$ cat src/rtl/data_loader_pkg.sv
// Shared definitions for the byte packing writer.
//   state_t        : packer states (EMPTY / HALF / SPILL)
//   BE_*           : byte-enable codes carried with each queued word
//   entry_width()  : queued entry width for a given word-address width.
//                    The entry layout is {word_addr, data[15:0], be[1:0]}.
package data_loader_pkg;

  typedef enum logic [1:0] {
    ST_EMPTY = 2'd0,  // nothing held
    ST_HALF  = 2'd1,  // even byte pending, waiting for its odd partner
    ST_SPILL = 2'd2   // odd byte waiting for a free push slot
  } state_t;

  localparam logic [1:0] BE_LO   = 2'b01;
  localparam logic [1:0] BE_HI   = 2'b10;
  localparam logic [1:0] BE_BOTH = 2'b11;

  localparam int ENTRY_META_W = 18;  // 16 data bits + 2 byte enables

  function automatic int entry_width(input int addr_size);
    return addr_size + ENTRY_META_W;
  endfunction

endpackage

$ cat src/rtl/word_fifo.sv
// Synchronous single-clock FIFO with count-based full/empty.
//   gclk, grst_n : clock, async active-low reset (pointers/count only)
//   push, wdata  : write request; accepted when not full or when popping
//   pop          : read request; ignored when empty
//   rdata        : head entry (valid while !empty)
//   full, empty  : occupancy flags
module word_fifo #(
  parameter int WIDTH = 32,
  parameter int DEPTH = 4
) (
  input  logic             gclk,
  input  logic             grst_n,
  input  logic             push,
  input  logic [WIDTH-1:0] wdata,
  input  logic             pop,
  output logic [WIDTH-1:0] rdata,
  output logic             full,
  output logic             empty
);

  localparam int AW = (DEPTH > 1) ? $clog2(DEPTH) : 1;
  localparam int CW = AW + 1;

  logic [WIDTH-1:0] mem [DEPTH];
  logic [AW-1:0]    wr_ptr, rd_ptr;
  logic [CW-1:0]    count;
  logic             wr_en, rd_en;

  assign full  = (count == CW'(DEPTH));
  assign empty = (count == '0);
  assign rd_en = pop && !empty;
  // A push into a full FIFO still succeeds when the head leaves on the same edge.
  assign wr_en = push && (!full || rd_en);
  assign rdata = mem[rd_ptr];

  // DEPTH is a power of two, so the pointers wrap naturally.
  always_ff @(posedge gclk or negedge grst_n) begin
    if (!grst_n) begin
      wr_ptr <= '0;
      rd_ptr <= '0;
      count  <= '0;
    end else begin
      if (wr_en) wr_ptr <= wr_ptr + 1'b1;
      if (rd_en) rd_ptr <= rd_ptr + 1'b1;
      case ({wr_en, rd_en})
        2'b10:   count <= count + 1'b1;
        2'b01:   count <= count - 1'b1;
        default: count <= count;
      endcase
    end
  end

  always_ff @(posedge gclk) begin
    if (wr_en) mem[wr_ptr] <= wdata;
  end

endmodule

$ cat src/rtl/byte_pack_writer.sv
// Packs a byte-wide write stream into 16-bit word writes with byte enables.
//   clk_74a, reset_n   : clock, async active-low reset
//   in_en/addr/data    : byte write strobe, byte address, byte data
//   mem_req/ack        : head-of-queue valid / accepted
//   mem_addr/data/be   : word address, word data (even byte low), byte enables
//   overflow           : sticky, a word was dropped on a full queue
//   busy               : a byte is held or a word is queued
module byte_pack_writer
  import data_loader_pkg::*;
#(
  parameter int ADDRESS_SIZE  = 14,
  parameter int FIFO_DEPTH    = 4,
  parameter int FLUSH_TIMEOUT = 16
) (
  input  logic                    clk_74a,
  input  logic                    reset_n,
  input  logic                    in_en,
  input  logic [ADDRESS_SIZE:0]   in_addr,
  input  logic [7:0]              in_data,
  output logic                    mem_req,
  input  logic                    mem_ack,
  output logic [ADDRESS_SIZE-1:0] mem_addr,
  output logic [15:0]             mem_data,
  output logic [1:0]              mem_be,
  output logic                    overflow,
  output logic                    busy
);

  localparam int         EW       = entry_width(ADDRESS_SIZE);
  localparam logic [7:0] TMO_LAST = 8'(FLUSH_TIMEOUT - 1);

  state_t                  state, state_nxt;
  logic [ADDRESS_SIZE-1:0] pend_addr, spill_addr, in_waddr;
  logic [7:0]              pend_data, spill_data;
  logic [7:0]              tmo_cnt, tmo_nxt;
  logic                    in_odd, ld_pend, ld_spill;
  logic                    push, pop, full, empty;
  logic [EW-1:0]           push_entry, head;

  assign in_waddr = in_addr[ADDRESS_SIZE:1];
  assign in_odd   = in_addr[0];
  assign pop      = !empty && mem_ack;

  always_comb begin
    state_nxt  = state;
    tmo_nxt    = '0;
    ld_pend    = 1'b0;
    ld_spill   = 1'b0;
    push       = 1'b0;
    push_entry = '0;
    case (state)
      ST_EMPTY: begin
        if (in_en) begin
          if (in_odd) begin
            push       = 1'b1;
            push_entry = {in_waddr, in_data, 8'h00, BE_HI};
          end else begin
            ld_pend   = 1'b1;
            state_nxt = ST_HALF;
          end
        end
      end
      ST_HALF: begin
        if (in_en) begin
          push = 1'b1;
          if (in_odd && in_waddr == pend_addr) begin
            push_entry = {pend_addr, in_data, pend_data, BE_BOTH};
            state_nxt  = ST_EMPTY;
          end else begin
            // Flush the lone even byte; the new byte replaces it or spills.
            push_entry = {pend_addr, 8'h00, pend_data, BE_LO};
            if (in_odd) begin
              ld_spill  = 1'b1;
              state_nxt = ST_SPILL;
            end else begin
              ld_pend   = 1'b1;
            end
          end
        end else if (tmo_cnt == TMO_LAST) begin
          push       = 1'b1;
          push_entry = {pend_addr, 8'h00, pend_data, BE_LO};
          state_nxt  = ST_EMPTY;
        end else begin
          tmo_nxt = tmo_cnt + 1'b1;
        end
      end
      ST_SPILL: begin
        // Wait for room rather than drop the held odd byte. in_en arriving
        // while stalled here is ignored.
        if (!full || pop) begin
          push       = 1'b1;
          push_entry = {spill_addr, spill_data, 8'h00, BE_HI};
          state_nxt  = ST_EMPTY;
        end
      end
      default: state_nxt = ST_EMPTY;
    endcase
  end

  always_ff @(posedge clk_74a or negedge reset_n) begin
    if (!reset_n) begin
      state      <= ST_EMPTY;
      tmo_cnt    <= '0;
      pend_addr  <= '0;
      pend_data  <= '0;
      spill_addr <= '0;
      spill_data <= '0;
      overflow   <= 1'b0;
    end else begin
      state   <= state_nxt;
      tmo_cnt <= tmo_nxt;
      if (ld_pend) begin
        pend_addr <= in_waddr;
        pend_data <= in_data;
      end
      if (ld_spill) begin
        spill_addr <= in_waddr;
        spill_data <= in_data;
      end
      if (push && full && !pop) overflow <= 1'b1;
    end
  end

  word_fifo #(.WIDTH(EW), .DEPTH(FIFO_DEPTH)) u_fifo (
    .gclk   (clk_74a),
    .grst_n (reset_n),
    .push   (push),
    .wdata  (push_entry),
    .pop    (pop),
    .rdata  (head),
    .full   (full),
    .empty  (empty)
  );

  // Head storage is not reset, so outputs are forced to zero while empty.
  assign mem_req = !empty;
  assign {mem_addr, mem_data, mem_be} = empty ? '0 : head;
  assign busy = (state != ST_EMPTY) || !empty;

endmodule

$ cat config.mk
export PLATFORM = sky130hd
export DESIGN_NAME = byte_pack_writer
export DESIGN_NICKNAME = d
export VERILOG_FILES = /design/src/rtl/data_loader_pkg.sv /design/src/rtl/word_fifo.sv /design/src/rtl/byte_pack_writer.sv
export SDC_FILE = /design/constraint.sdc
export NUM_CORES = 1
export LEC_CHECK = 0
export CORE_MARGIN = 3
export CORE_UTILIZATION = 30
export DETAILED_ROUTE_END_ITERATION = 16
export GPL_TIMING_DRIVEN = 0
export HOLD_SLACK_MARGIN = 0.03
export REMOVE_ABC_BUFFERS = 1
export SLEW_MARGIN = 20
export SYNTH_ARGS = -nofsm -noshare
export SYNTH_HDL_FRONTEND = slang
export SYNTH_SLANG_ARGS = --single-unit
$ cat constraint.sdc
create_clock -name clk_74a -period 2.55 [get_ports clk_74a]
set_input_delay 0.51 -clock clk_74a [delete_from_list [all_inputs] [get_ports clk_74a]]
set_output_delay 0.51 -clock clk_74a [all_outputs]
set_load 0.03 [all_outputs]
Figure 1. Supply network (run 1).
The bar under the picture is 50 µm long. Pins as bars on the die edge.
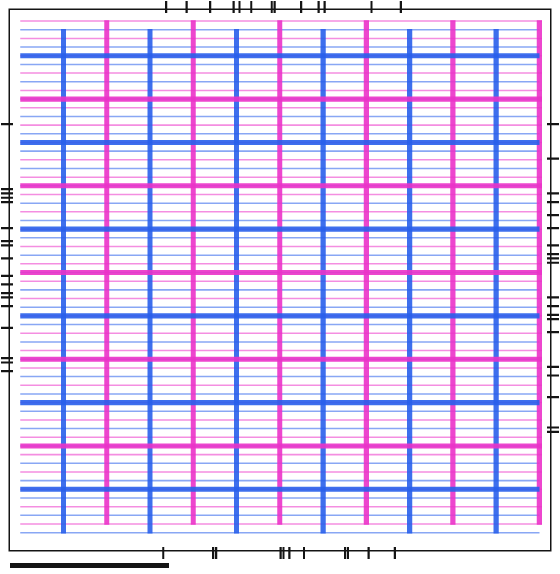
| color | net |
|---|---|
| blue | VSS |
| magenta | VDD |
met1 rails: 60
rows: 59
met5 straps: 11
signal pins: 62

Figure 2. Cell classes on the final placement (run 1).
The bar under the picture is 50 µm long.
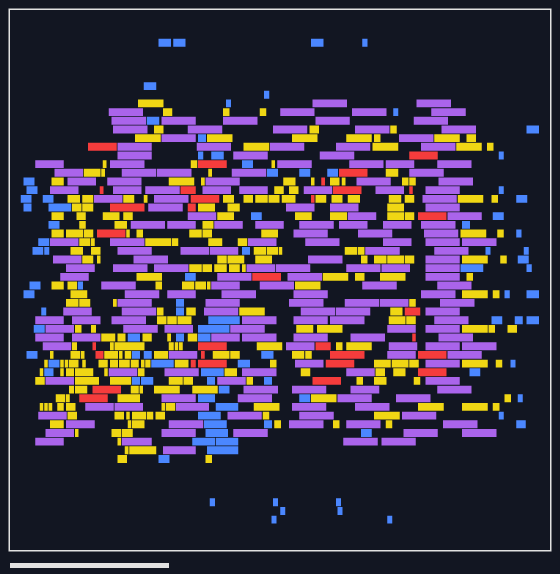
| color | class | cells |
|---|---|---|
| purple | flip-flops | 190 |
| blue | other buffers and delay cells | 96 |
| red | clock drivers and dummy loads | 32 |
| yellow | all other logic | 249 |

Figure 3. Routed clock nets over the placement (run 1).
The bar under the picture is 50 µm long.
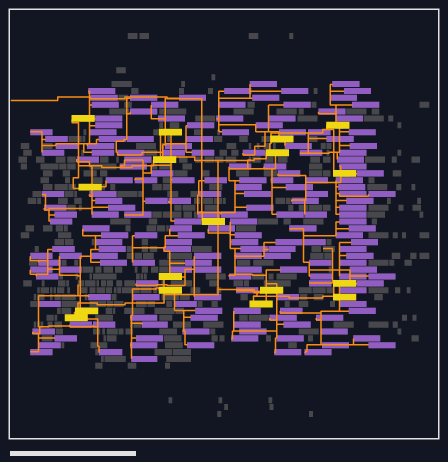
[purple] flip-flops | count: 190
[orange] clock wires | length: 2120 µm
[yellow] cells driving clock nets | count: 17
routed clock nets: 18

==> run summary, run 1 <==
fresh numbers from the pnr run: R2R depth=10, CTS Buf Count=17, Critical Path AT=a little over 2 ns, Tap Count=335, fraction of area in non-clock buffers=roughly a tenth, yosys xor share=2.843%, total chip power=around 0.011 W, Pwr per Cell Area=1133 mW/mm², DP Area=0.009161 mm², routability cong.=approximately 0.71, FP Rows=59, cts repair resizes=~180, cells in synth_stat.txt=462, clk tree area frac=under 10%, CP Launch Type=flop, boundary pin count=62, fin worst setup slack=-0.007884 ns, die height=169.4 µm, fa+ha+maj area frac=1.187%, Inverters=22, WL met3=~660 µm, Post-synth seq share=67.36%, crit path max-delay cell type=dfrtp_4, clock buffer depth=2, Leakage=3.788 nW, met2 global-route usage=20.51%, FILL cells=~2400, CP Capture Type=output port, flops out of synthesis=190, most common cell in the netlist=edfxtp_1, CP max stage delay=0.51 ns, vias in the first global route=4629, Root Buffer=clkbuf_16, outcome=finished, violations left, failing checks=negative setup slack, diode count=1, area grow syn2layout=24.62%, DR WL met2=8707 µm, HP Class=flop to flop, WP data required=2.04 ns, largest net degree at the start of global routing=41, design internal power=0.007592 W, vias per cell=4.704, grt met3 use=3.587%, Synth async-reset ratio=32.63%, # setup viols final=2
==> run 1 -> run 2 <==
CORE_UTILIZATION = 53   (was 30)
PLACE_DENSITY = 0.76   (was default)
SYNTH_HIERARCHICAL = 1   (was default)
==> run summary, run 2 <==
fresh numbers from the pnr run: outcome=finished, violations left, failing checks=negative setup slack, flops out of synthesis=190 (unchanged), CP max stage delay=0.53 ns (+0.02 ns), fin worst setup slack=-0.2005 ns (-0.1926 ns), fraction of area in non-clock buffers=10.10% (+0.34 points), met2 global-route usage=39.95% (+19 points), CP Launch Type=flop, FILL cells=1055 (-57%), CP Capture Type=flop, grt met3 use=5.060% (+1.5 points), WL met3=1515 µm (+130%), most common cell in the netlist=edfxtp_1, HP Class=input port to async pin, vias per cell=6.094 (+30%), CTS Buf Count=17 (unchanged), yosys xor share=2.542% (-0.30 points), cts repair resizes=162 (-12%), Post-synth seq share=62.63% (-4.7 points), crit path max-delay cell type=fa_2, # setup viols final=13 (+11), DP Area=0.009450 mm² (+3.2%), clock buffer depth=2 (unchanged), design internal power=0.007546 W (-0.61%), routability cong.=0.7642 (+8.1%), WP data required=2.85 ns (+0.81 ns), Pwr per Cell Area=1105 mW/mm² (-2.5%)
Figure 4. Cell classes on the final placement (run 2).
The bar under the picture is 50 µm long.
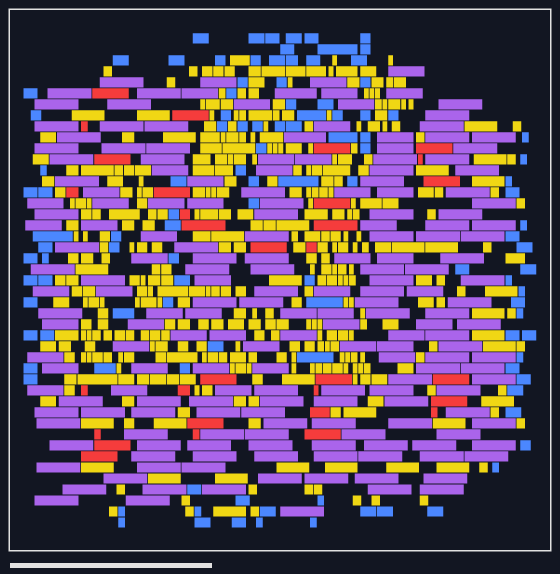
design area: 0.01052 mm²
Core Region: 0.01554 mm²
FP Rows: 45
fraction of area in registers: 51.34%
post-layout util: 67.71%

Figure 5. Routed metal, one color a layer (run 2).
Only two layers are drawn.
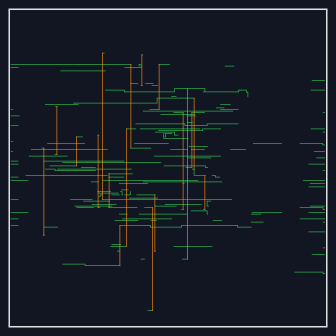
| color | layer | wire length |
|---|---|---|
| orange | met4 | 558 µm |
| green | met3 | 1520 µm |

==> run 2 -> run 3 <==
CORE_UTILIZATION = 57   (was 53)
DONT_BUFFER_PORTS = 1   (was default)
PLACE_DENSITY = 0.75   (was 0.76)
TNS_END_PERCENT = 100   (was default)
Figure 6. Cell classes on the final placement (run 3).
The bar under the picture is 50 µm long.
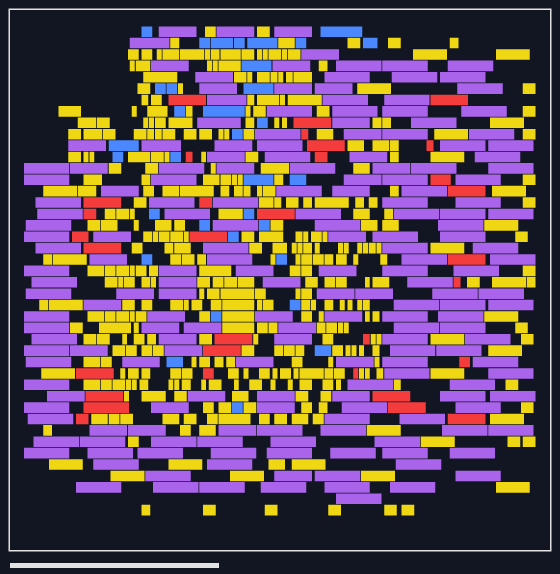
| color | class | cells |
|---|---|---|
| purple | flip-flops | 190 |
| red | clock drivers and dummy loads | 32 |
| blue | other buffers and delay cells | 33 |
| yellow | all other logic | 379 |

==> run summary, run 3 <==
fresh numbers from the pnr run: outcome=finished, violations left, first-pass GRT wire length=between 30000 and 40000 µm, clk tree area frac=5.655%, cts repair resizes=45 (-72%), fraction of area in non-clock buffers=3.758% (-6.3 points), WL met3=1657 µm (+9.4%), initial antenna violation count=0, failing checks=negative setup slack, post-layout util=67.53% (-0.18 points), Critical Path AT=3.07 ns, clock buffer depth=2 (unchanged), GRT Max-Usage Layer=met2, worst reg2reg startpoint=tmo_cnt[0]$_DFF_PN0_, Ys Warns=6, fin crit share=108.7%, Signal buffers=33, DP Area=0.008732 mm² (-7.6%), Post-synth seq share=62.63% (unchanged), crit path max-delay cell type=fa_2, most common cell in the netlist=edfxtp_1, FP Rows=44 (-2.2%), met2 global-route usage=41.55% (+1.6 points), Via Count=5296, HP Class=input port to flop, total routed wirelength=20190 µm, Top cells excl fill/tap=edfxtp_1 (128), nand2_1 (65), dfrtp_1 (58), mux4_2 (32), nor2b_2 (27), Detailed Place HPWL=10490 µm, yosys xor share=2.542% (unchanged), design internal power=0.006913 W (-8.4%), switching power=0.003963 W, routability cong.=0.7550 (-1.2%), FILL cells=970 (-8.1%), WP data required=2.85 ns (about the same), Core Region=0.01464 mm² (-5.8%), vias per cell=6.474 (+6.2%), CP Launch Type=flop, fraction of area in registers=54.63% (+3.3 points), flops out of synthesis=190 (unchanged), # setup viols final=3 (-10), simple share=12.94%, CP endpoint=u_fifo/count[1]$_DFFE_PN0P_, CP Capture Type=flop, fin worst setup slack=-0.2211 ns (-0.02065 ns), CP max stage delay=0.54 ns (about the same), design area=0.009889 mm² (-6.0%), CTS Buf Count=17 (unchanged), Netlist cell types=approximately 50, Pwr per Cell Area=1100 mW/mm² (-0.49%)
Figure 7. Routed clock nets over the placement (run 3).
The bar under the picture is 50 µm long.
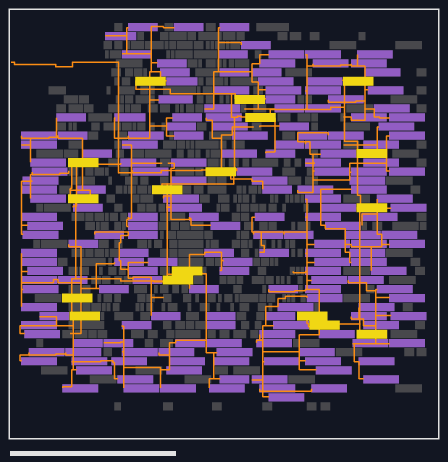
clock network power: 0.00250 W
clock skew: 0.01151 ns
Clk network pwr share: 23.0%
Latency at later pin: 0.43 ns

Power figures rest on the tool's default switching activity, not on a simulated workload.
